## src/rtl/fir_stream_pkg.sv

```systemverilog
// Shared widths and sample/block types for the FIR output stream.
package fir_stream_pkg;

    localparam int FIR_OUT_W = 40;
    localparam int FIR_LANES = 2;

    typedef logic signed [FIR_OUT_W-1:0] sample_t;
    typedef sample_t block_t [FIR_LANES-1:0];

endpackage

```

## src/rtl/fir_block_fifo.sv

```systemverilog
// Block-wide FIFO with show-ahead read; each lane lives in its own memory array.
module fir_block_fifo
    import fir_stream_pkg::*;
#(
    parameter int DATA_W = FIR_OUT_W,
    parameter int LANES  = FIR_LANES,
    parameter int DEPTH  = 4
) (
    input  logic                       clk,
    input  logic                       srst,
    input  logic                       push,
    input  logic                       pop_block,
    input  logic signed [DATA_W-1:0]   wr_data [LANES-1:0],
    output logic signed [DATA_W-1:0]   rd_data [LANES-1:0],
    output logic [$clog2(DEPTH+1)-1:0] count,
    output logic                       full,
    output logic                       empty
);

    localparam int AW = $clog2(DEPTH);
    localparam int CW = $clog2(DEPTH+1);
    localparam logic [CW-1:0] DEPTH_C = CW'(DEPTH);

    logic [AW-1:0] wr_ptr_reg;
    logic [AW-1:0] rd_ptr_reg;
    logic [CW-1:0] count_reg;
    logic [CW-1:0] count_next;
    logic          push_ok;
    logic          pop_ok;

    assign full    = (count_reg == DEPTH_C);
    assign empty   = (count_reg == '0);
    assign count   = count_reg;
    assign push_ok = push && !full;
    assign pop_ok  = pop_block && !empty;

    always_comb begin
        count_next = count_reg;
        if (push_ok && !pop_ok) begin
            count_next = count_reg + 1'b1;
        end else if (!push_ok && pop_ok) begin
            count_next = count_reg - 1'b1;
        end
    end

    // Pointers wrap naturally because DEPTH is a power of two.
    always_ff @(posedge clk) begin
        if (srst) begin
            wr_ptr_reg <= '0;
            rd_ptr_reg <= '0;
            count_reg  <= '0;
        end else begin
            if (push_ok) wr_ptr_reg <= wr_ptr_reg + 1'b1;
            if (pop_ok)  rd_ptr_reg <= rd_ptr_reg + 1'b1;
            count_reg <= count_next;
        end
    end

    genvar gi;
    generate
        for (gi = 0; gi < LANES; gi++) begin : g_lane
            logic signed [DATA_W-1:0] mem [DEPTH];

            always_ff @(posedge clk) begin
                if (push_ok) mem[wr_ptr_reg] <= wr_data[gi];
            end

            assign rd_data[gi] = mem[rd_ptr_reg];
        end
    endgenerate

endmodule

```

## src/rtl/fir_p2s_serializer.sv

```systemverilog
// Turns LANES-wide FIR output blocks into a one-sample-per-clock valid/ready stream.
module fir_p2s_serializer
    import fir_stream_pkg::*;
#(
    parameter int DATA_W = FIR_OUT_W,
    parameter int LANES  = FIR_LANES,
    parameter int DEPTH  = 4
) (
    input  logic                       clk,
    input  logic                       rst,
    input  logic                       in_valid,
    output logic                       in_ready,
    input  logic signed [DATA_W-1:0]   in_data [LANES-1:0],
    output logic                       out_valid,
    input  logic                       out_ready,
    output logic signed [DATA_W-1:0]   out_data,
    output logic                       out_last,
    output logic [$clog2(DEPTH+1)-1:0] fill
);

    localparam int LW = $clog2(LANES);
    localparam logic [LW-1:0] LAST_LANE = LW'(LANES-1);

    logic signed [DATA_W-1:0] head_block [LANES-1:0];
    logic [LW-1:0]            lane_idx_reg;
    logic [LW-1:0]            lane_idx_next;
    logic                     full;
    logic                     empty;
    logic                     push;
    logic                     pop_lane;
    logic                     lane_last;
    logic                     pop_block;

    fir_block_fifo #(
        .DATA_W (DATA_W),
        .LANES  (LANES),
        .DEPTH  (DEPTH)
    ) u_fifo (
        .clk       (clk),
        .srst      (rst),
        .push      (push),
        .pop_block (pop_block),
        .wr_data   (in_data),
        .rd_data   (head_block),
        .count     (fill),
        .full      (full),
        .empty     (empty)
    );

    // Full means not ready, even if the head block finishes draining this cycle.
    assign in_ready  = !rst && !full;
    assign push      = in_valid && in_ready;

    assign out_valid = !empty;
    assign out_data  = head_block[lane_idx_reg];
    assign lane_last = (lane_idx_reg == LAST_LANE);
    assign out_last  = out_valid && lane_last;
    assign pop_lane  = out_valid && out_ready;
    assign pop_block = pop_lane && lane_last;

    always_comb begin
        lane_idx_next = lane_idx_reg;
        if (pop_lane) begin
            lane_idx_next = lane_last ? '0 : lane_idx_reg + 1'b1;
        end
    end

    always_ff @(posedge clk) begin
        if (rst) begin
            lane_idx_reg <= '0;
        end else begin
            lane_idx_reg <= lane_idx_next;
        end
    end

endmodule

```

## config.mk

```make
export PLATFORM = sky130hd
export DESIGN_NAME = fir_p2s_serializer
export DESIGN_NICKNAME = d
export VERILOG_FILES = /design/src/rtl/fir_stream_pkg.sv /design/src/rtl/fir_block_fifo.sv /design/src/rtl/fir_p2s_serializer.sv
export SDC_FILE = /design/constraint.sdc
export NUM_CORES = 1
export LEC_CHECK = 0
export ABC_AREA = 1
export CAP_MARGIN = 20
export CORE_UTILIZATION = 45
export CTS_BUF_LIST = sky130_fd_sc_hd__clkbuf_8
export DETAILED_ROUTE_END_ITERATION = 8
export GPL_ROUTABILITY_DRIVEN = 0
export PLACE_DENSITY = 0.63
export REMOVE_ABC_BUFFERS = 1
export SKIP_CTS_REPAIR_TIMING = 1
export SLEW_MARGIN = 20
export SYNTH_ARGS = -nofsm -noshare
export SYNTH_HDL_FRONTEND = slang
export SYNTH_SLANG_ARGS = --single-unit
```

## constraint.sdc

```tcl
create_clock -name clk -period 11.2 [get_ports clk]
set_clock_uncertainty 0.2 [all_clocks]
set_input_delay 2.24 -clock clk [delete_from_list [all_inputs] [get_ports clk]]
set_output_delay 2.24 -clock clk [all_outputs]
set_load 0.005 [all_outputs]
```

### Register map, names as in the netlist

Bar = 50 um.
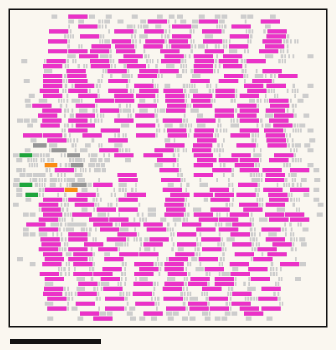
| colour | signal | flops |
|---|---|---|
| green | u_fifo.count | 3 |
| orange | u_fifo.rd_ptr_reg | 2 |
| magenta | u_fifo.g_lane.mem | 320 |

### Placed standard cells

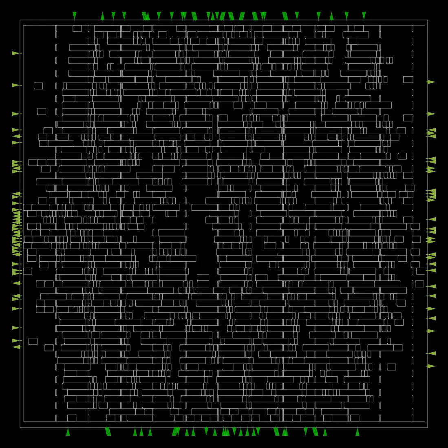
Row Count: 62
post-layout utilization of the core: 54.6%
flip-flops: 330
tally of non-filler cells in the final layout: 1695

## layer usage
layer / track usage, % / part of all wire, %
met5: 0 / 0
met1: 24.4 / 44
met3: 4.32 / 6.0
met2: 31.4 / 48
met4: 6.58 / 2.1
## tightest hold or removal path, cell delays in order (launching register included)
cell and delay (ps):
sky130_fd_sc_hd__dfxtp_1 330, sky130_fd_sc_hd__nand2_1 70, sky130_fd_sc_hd__a21oi_1 70
## worst paths after layout
check / slack (ps) / depth (start not counted) / end / from
hold reg to reg: 310 / 2 / register / u_fifo.rd_ptr_reg[1]$_SDFFE_PP0P_
hold / removal: 310 / 2 / register / u_fifo.rd_ptr_reg[1]$_SDFFE_PP0P_
setup / recovery: 5100 / 7 / out_data[31] / register
setup reg to reg: 7860 / 5 / u_fifo.g_lane[1].mem[1][9]$_DFFE_PP_ / u_fifo.count[0]$_SDFFE_PP0P_
## report_power, final
group          internal, mW  leakage (nW)  switching (mW)
registers              1.40          2.99          0.0152
logic                 0.130          2.24           0.164
clock network         0.479         0.565           0.427
total                  2.01          5.79           0.606
## area by class of cell
class / instances / area share [%]
sequential: 330 / 62.4
clock inverter: 36 / 1.05
timing repair buffer: 141 / 8.80
antenna: 1 / 0.0159
multi-input combinational: 729 / 19.4
inverter: 18 / 0.453
tap: 384 / 3.05
clock buffer: 56 / 4.90
## metrics by stage
stage	worst slack, ps	instances	utilization [%]
floorplan	3360	1077	-
global placement	5400	1602	51.3
detailed placement	5410	1602	51.3
CTS	5000	1694	54.5
global route	4730	1694	54.5
finish	5100	1695	54.6
## cell families after synthesis
family | synth area share, %
AND/OR/NAND/NOR | 15.8
flip-flops | 74.0
AND-OR/OR-AND | 6.27
buffers and inverters | 3.22
adder cells (fa/ha/maj) | 0.623
XOR/XNOR | 0.0661
## Yosys cell counts
| library cell | number |
|---|---|
| sky130_fd_sc_hd__buf_6 | 11 |
| sky130_fd_sc_hd__buf_1 | 5 |
| sky130_fd_sc_hd__a21oi_1 | 4 |
| sky130_fd_sc_hd__xor2_1 | 1 |
| sky130_fd_sc_hd__o21ai_1 | 100 |
| sky130_fd_sc_hd__ha_1 | 5 |
| sky130_fd_sc_hd__o21ai_0 | 62 |
| sky130_fd_sc_hd__nor2_1 | 334 |
| sky130_fd_sc_hd__clkbuf_1 | 17 |
| sky130_fd_sc_hd__nand2_1 | 216 |
| sky130_fd_sc_hd__buf_2 | 26 |
| sky130_fd_sc_hd__nand3_1 | 4 |
| sky130_fd_sc_hd__fa_1 | 1 |
| sky130_fd_sc_hd__inv_1 | 16 |
| sky130_fd_sc_hd__nor2_2 | 1 |
| sky130_fd_sc_hd__nand4_1 | 1 |
| sky130_fd_sc_hd__buf_8 | 1 |
| sky130_fd_sc_hd__dfxtp_1 | 10 |
| sky130_fd_sc_hd__edfxtp_1 | 320 |
| sky130_fd_sc_hd__inv_2 | 2 |
| sky130_fd_sc_hd__buf_4 | 1 |
==> ci_impl_report.md <==
## Implementation flow summary

| Metric | Value |
|---|---|
| Outcome | finished clean |
| Ratio of cells with drive above 1 in the final layout | ~6.3% |
| Combined area of the multi-input logic cells | 3050 sq um |
| Grt total ovfl | 0 |
| Placed standard-cell area | about 15000 sq um |
| Routed length per placed instance | 16.6 um |
| Flip-flop count of the largest register after layout | ~320 |
| Cell repeated most along the worst path | sky130_fd_sc_hd__nand2_1 |
| Count of final setup violators | 0 |
| Antenna viol nets, final | 0 |
| TritonRoute pass-1 iters | 5 |
| Post-route DRC violation count | 0 |
| Arrival time of data at the critical path endpoint | between 3000 and 4000 ps |
| Syn avg cell area | 11.6 sq um |
| Transition time at the pin with the least slew margin | between 1000 and 1500 ps |
| Most frequent logic cells in the routed design | 330 x sky130_fd_sc_hd__nor2_1, 320 x sky130_fd_sc_hd__edfxtp_1, 216 x sky130_fd_sc_hd__nand2_1, 129 x sky130_fd_sc_hd__clkdlybuf4s50_1, 100 x sky130_fd_sc_hd__o21ai_1 |
| Post-layout min period | ~6100 ps |
| CTS H-tree lvls | 2 |
| Synth Seq Share | ~74% |
| Accumulated negative setup slack | 0 ps |
| Sequential Area | slightly below 10000 sq um |
| Number of violations reported at the end of detailed-routing iteration 0 | 639 |
| Floorplan Utilization | between 40% and 50% |
| Clock sinks | 330 |
| Buffer and inverter count on the worst path | 3 |
| Worst-path maximum fanout | between 100 and 150 |
| Synth warnings | 0 |
| Core outline area | 28900 sq um |
| Flops out of synthesis | about 330 |
| Dominant logic cell type in the layout | sky130_fd_sc_hd__nor2_1 |
| Max-cap violations | 0 |
| Net count of the finished layout | ~1400 |
| Via count of the first global-routing pass | roughly 8400 |
| Non-Filler Cell Area, Final | 15700 sq um |
| Crit path required time | 8760 ps |
| Worst-path clk slew | 60 ps |
| Count of pins on the block boundary | 130 |
| Yosys top cell area share | between 70% and 80% |
| Post-detailed-routing wire length | between 20 and 30 mm |
| Yosys cell count | 1138 |
| Period Utilization, post-route | a little over half |
Power figures rest on the tool's default switching activity, not on a simulated workload.
